Metal layers overlaid:
(2 px per micron)
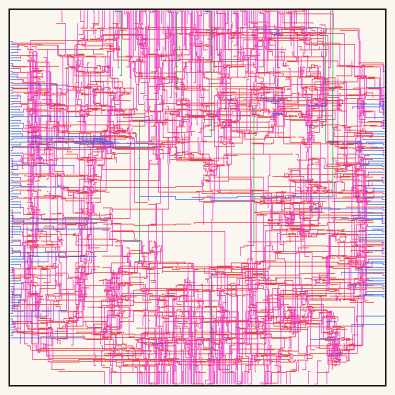
Placement density heat map:
(2 px per micron) 19 x 19 tiles, from white (low) to dark blue (high), 0 to 100% covered.
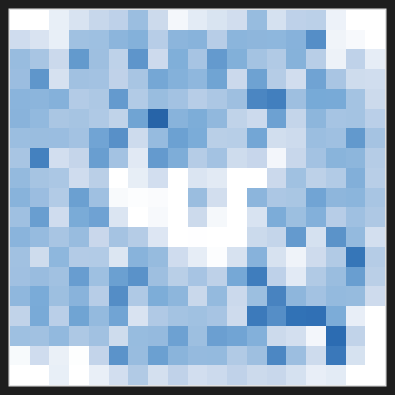
Sequential cells grouped by signal name:
(2 px per micron) Other sequential cells in the stronger grey, the rest of the logic in the fainter grey.
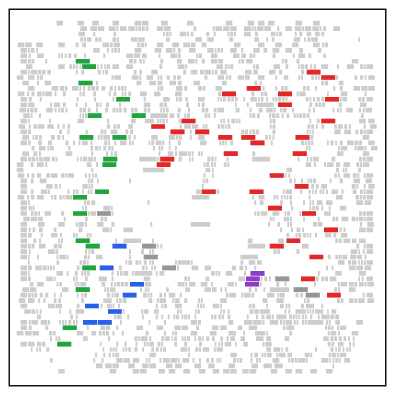
### src/rtl/mem_ctrl_arb.sv
// Multi-client DMA arbiter: grants one request at a time and splits it into
// alternating DDR command / SRAM beat handshakes of up to BEAT_BYTES each.
module mem_ctrl_arb #(
    parameter int N_CLIENTS  = 5,
    parameter int ADDR_W     = 32,
    parameter int SRAM_AW    = 19,
    parameter int LEN_W      = 8,
    parameter int BEAT_BYTES = 16,
    parameter int ARB_MODE   = 1
) (
    input  logic                           clk,
    input  logic                           rst,
    input  logic [N_CLIENTS-1:0]           req_valid,
    output logic [N_CLIENTS-1:0]           req_ready,
    input  logic [N_CLIENTS-1:0]           req_write,
    input  logic [N_CLIENTS*ADDR_W-1:0]    req_ddr_addr,
    input  logic [N_CLIENTS*SRAM_AW-1:0]   req_sram_addr,
    input  logic [N_CLIENTS*LEN_W-1:0]     req_bytes,
    output logic                           ddr_cmd_valid,
    input  logic                           ddr_cmd_ready,
    output logic                           ddr_cmd_write,
    output logic [ADDR_W-1:0]              ddr_cmd_addr,
    output logic                           beat_valid,
    input  logic                           beat_ready,
    output logic [$clog2(N_CLIENTS)-1:0]   beat_client,
    output logic [SRAM_AW-1:0]             beat_sram_addr,
    output logic [$clog2(BEAT_BYTES):0]    beat_bytes,
    output logic                           beat_last,
    output logic                           busy
);
    localparam int CW  = $clog2(N_CLIENTS);
    localparam int BBW = $clog2(BEAT_BYTES) + 1;
    localparam logic [LEN_W-1:0] BB_L = LEN_W'(BEAT_BYTES);

    typedef enum logic [1:0] {IDLE, CMD, BEAT} state_t;

    state_t              state, state_nxt;
    logic                rst_q;
    logic [CW-1:0]       rr_ptr;
    logic [CW-1:0]       client;
    logic                wr;
    logic [ADDR_W-1:0]   addr;
    logic [SRAM_AW-1:0]  saddr;
    logic [LEN_W-1:0]    rem;

    logic                quiet;
    logic                take;
    logic                last;
    logic                gnt_any;
    logic [CW-1:0]       gnt;
    logic [N_CLIENTS-1:0] rot;
    logic [2*N_CLIENTS-1:0] dbl;
    int                  pos, sum;

    logic                sel_wr;
    logic [ADDR_W-1:0]   sel_addr;
    logic [SRAM_AW-1:0]  sel_sram;
    logic [LEN_W-1:0]    sel_bytes;

    // Grants are held off during reset and the cycle after it so every output stays low.
    assign quiet = rst | rst_q;
    assign last  = (rem <= BB_L);

    // Rotate the request vector so the search always starts at bit 0.
    always_comb begin
        gnt_any = 1'b0;
        gnt     = '0;
        pos     = 0;
        sum     = 0;
        dbl     = {req_valid, req_valid};
        rot     = (ARB_MODE == 1) ? dbl[rr_ptr +: N_CLIENTS] : req_valid;
        for (int i = 0; i < N_CLIENTS; i++) begin
            if (!gnt_any && rot[i]) begin
                gnt_any = 1'b1;
                pos     = i;
            end
        end
        sum = ((ARB_MODE == 1) ? int'(rr_ptr) : 0) + pos;
        if (sum >= N_CLIENTS) sum = sum - N_CLIENTS;
        gnt = CW'(sum);
    end

    always_comb begin
        sel_wr    = 1'b0;
        sel_addr  = '0;
        sel_sram  = '0;
        sel_bytes = '0;
        for (int i = 0; i < N_CLIENTS; i++) begin
            if (gnt == CW'(i)) begin
                sel_wr    = req_write[i];
                sel_addr  = req_ddr_addr[i*ADDR_W +: ADDR_W];
                sel_sram  = req_sram_addr[i*SRAM_AW +: SRAM_AW];
                sel_bytes = req_bytes[i*LEN_W +: LEN_W];
            end
        end
    end

    always_comb begin
        state_nxt = state;
        take      = 1'b0;
        case (state)
            IDLE: begin
                if (gnt_any && !quiet) begin
                    take      = 1'b1;
                    state_nxt = (sel_bytes != '0) ? CMD : IDLE;
                end
            end
            CMD:  if (ddr_cmd_ready) state_nxt = BEAT;
            BEAT: if (beat_ready)    state_nxt = last ? IDLE : CMD;
            default: state_nxt = IDLE;
        endcase
    end

    always_ff @(posedge clk) begin
        if (rst) begin
            state  <= IDLE;
            rst_q  <= 1'b1;
            rr_ptr <= '0;
            client <= '0;
            wr     <= 1'b0;
            addr   <= '0;
            saddr  <= '0;
            rem    <= '0;
        end else begin
            state <= state_nxt;
            rst_q <= 1'b0;
            if (take) begin
                client <= gnt;
                wr     <= sel_wr;
                addr   <= sel_addr;
                saddr  <= sel_sram;
                rem    <= sel_bytes;
                if (ARB_MODE == 1)
                    rr_ptr <= (gnt == CW'(N_CLIENTS - 1)) ? '0 : gnt + 1'b1;
            end
            if (state == BEAT && beat_ready && !last) begin
                rem   <= rem - BB_L;
                addr  <= addr + ADDR_W'(BEAT_BYTES);
                saddr <= saddr + 1'b1;
            end
        end
    end

    always_comb begin
        req_ready      = take ? (N_CLIENTS'(1) << gnt) : '0;
        busy           = (state != IDLE) && !rst;
        ddr_cmd_valid  = (state == CMD) && !rst;
        beat_valid     = (state == BEAT) && !rst;
        ddr_cmd_write  = ddr_cmd_valid & wr;
        ddr_cmd_addr   = ddr_cmd_valid ? addr : '0;
        beat_client    = beat_valid ? client : '0;
        beat_sram_addr = beat_valid ? saddr : '0;
        beat_bytes     = beat_valid ? (last ? BBW'(rem) : BBW'(BEAT_BYTES)) : '0;
        beat_last      = beat_valid & last;
    end
endmodule

### config.mk
export PLATFORM = sky130hd
export DESIGN_NAME = mem_ctrl_arb
export DESIGN_NICKNAME = d
export VERILOG_FILES = /design/src/rtl/mem_ctrl_arb.sv
export SDC_FILE = /design/constraint.sdc
export NUM_CORES = 1
export LEC_CHECK = 0
export ABC_AREA = 1
export CAP_MARGIN = 20
export CORE_MARGIN = 3
export CORE_UTILIZATION = 23
export CTS_CLUSTER_DIAMETER = 150
export DETAILED_ROUTE_END_ITERATION = 8
export MAX_ROUTING_LAYER = met4
export PLACE_DENSITY_LB_ADDON = 0.1
export REMOVE_ABC_BUFFERS = 1
export SLEW_MARGIN = 20
export SYNTH_ARGS = -nofsm -noshare
export SYNTH_HDL_FRONTEND = slang
export SYNTH_SLANG_ARGS = --single-unit
### constraint.sdc
create_clock -name clk -period 10.5 [get_ports clk]
set_clock_uncertainty 0.2 [all_clocks]
set_input_delay 3.15 -clock clk [delete_from_list [all_inputs] [get_ports clk]]
set_output_delay 3.15 -clock clk [all_outputs]
set_load 0.005 [all_outputs]
==> results_dict.tcl <==
# place-and-route summary
set metrics [dict create \
    routed.top_layer "met4" \
    ant_nets 0 \
    outcome "finished clean" \
    whs_path_depth 2 \
    end_kind "primary output" \
    grt_overflow_total 0 \
    dieArea_sq_um 35100 \
    drv_cap 0 \
    h-tree-depth 3 \
    final_layout_top_logic_cells "clkdlybuf4s50_1 (374), nand2_1 (302), nor2_1 (202)" \
    cp_num_buf_inv 5 \
    cts_sinks 69 \
    cp.required_ps 7150 \
    gp_congestion 0.832 \
    via_per_inst 4.65 \
    drv_slew 0 \
    hold_viol 0 \
    cts_root_buf "clkbuf_16" \
    path_clk_slew_ps 60 \
    grtUsageMet3 0.0375 \
    dpl-instance-area_sq_um 11600 \
    fin_area_sq_um 12000 \
    cts_resized 1 \
    cts_buffer_depth 2 \
    io_pins 378 \
    yosys_register_bits 69 \
    path_common_cell "nand2_1" \
    grtUsageMet2 0.348 \
    lay_top_count "clkdlybuf4s50_1" \
    drtPass1Iterations 5 \
    top_register "addr" \
    top_usage_layer "met2" \
    antenna_found_initial 2 \
    worstPathCellList "clkdlybuf4s50_1, inv_1, nand2_1, o21ai_1, o21ai_2, nand2_1, o21ai_1, a21oi_1, nor2_1, ha_2, inv_1, fa_2, ha_2, nand2_1, nand3_2, nand2_4, xor2_4, inv_1, ha_1, nand2_1, nor2_1, clkdlybuf4s50_1" \
    ys_cells 1382 \
    grt_pass1_wl_microns 54000 \
    largest_reg_flops 32 \
    warnings 30 \
    cts_tree "built" \
    die_w_microns 187 \
    final.setup.worst_slack_ps 243 \
    wl_met2_microns 17400 \
    max_slew_margin 0.331 \
]
Back to the opening pictures, 'metal layers overlaid':
met1 -> red  # wire length 15700 microns
met4 -> green  # wire length 462 microns
met2 -> magenta  # wire length 17400 microns
met3 -> blue  # wire length 1940 microns
Routed Wire Length: 35500 microns
overall routing resource usage: 0.198
Vias: 9963
average wire per standard cell: 16.5 microns

Back to the opening pictures, 'placement density heat map':
mean over tiles = 33%
fullest tile = 79%
tiles over 75% full = 0.60%

Back to the opening pictures, 'sequential cells grouped by signal name':
addr -> red  # flops 32
rem -> blue  # flops 8, where lower left
saddr -> green  # flops 19
client -> purple  # flops 3
not coloured = 7

## worst max path at each step
stage | startpoint | endpoint | slack, ps | cells after the start
2_1_floorplan | req_valid[3] | req_ready[3] | -520 | 20
3_3_place_gp | req_valid[2] | req_ready[1] | 80 | 23
3_5_place_dp | req_valid[0] | req_ready[1] | -4 | 23
4_1_cts | req_valid[0] | req_ready[1] | 60 | 23
5_1_grt | req_valid[2] | req_ready[0] | 20 | 22
6_report | req_valid[3] | req_ready[0] | 240 | 22
## synthesized netlist by cell type, drive strengths merged
cell / count
xor2: 8
clkinv: 1
nand4: 7
a21boi: 5
ha: 14
fa: 1
o21ai: 143
nor3: 16
nand3b: 3
dfxtp: 69
nor2: 206
buf: 44
o31ai: 1
o21a: 2
o211ai: 35
clkbuf: 45
nand3: 172
o22ai: 5
inv: 154
a21oi: 71
a31oi: 28
o21bai: 5
mux2i: 2
nor4: 3
xnor2: 2
nand2: 309
or2: 31
## logic make-up after synthesis
kind of cell | synth area share
AND/OR/NAND/NOR | 0.423
AND-OR/OR-AND | 0.220
buffers and inverters | 0.134
flip-flops | 0.182
adder cells (fa/ha/maj) | 0.0258
XOR/XNOR | 0.0116
multiplexers | 0.00264
## through the flow
stage                util  TNS, ps  hold slack, ps  cells
global placement    0.363        0             256   2124
CTS                 0.374        0             273   2140
global route        0.376        0             298   2142
detailed placement  0.364    -3.60             265   2125
finish              0.376        0             273   2143
floorplan               -    -1090             232   1293
## cell type report
cell class | instances | area [sq um]
Timing Repair Buffer | 397 | 3940
Tap cell | 435 | 544
Inverter | 155 | 582
Clock buffer | 11 | 253
Sequential cell | 69 | 1380
Clock inverter | 4 | 47.5
Multi-Input combinational cell | 1069 | 5250
Fill cell | 3571 | 20000
Antenna cell | 3 | 7.51
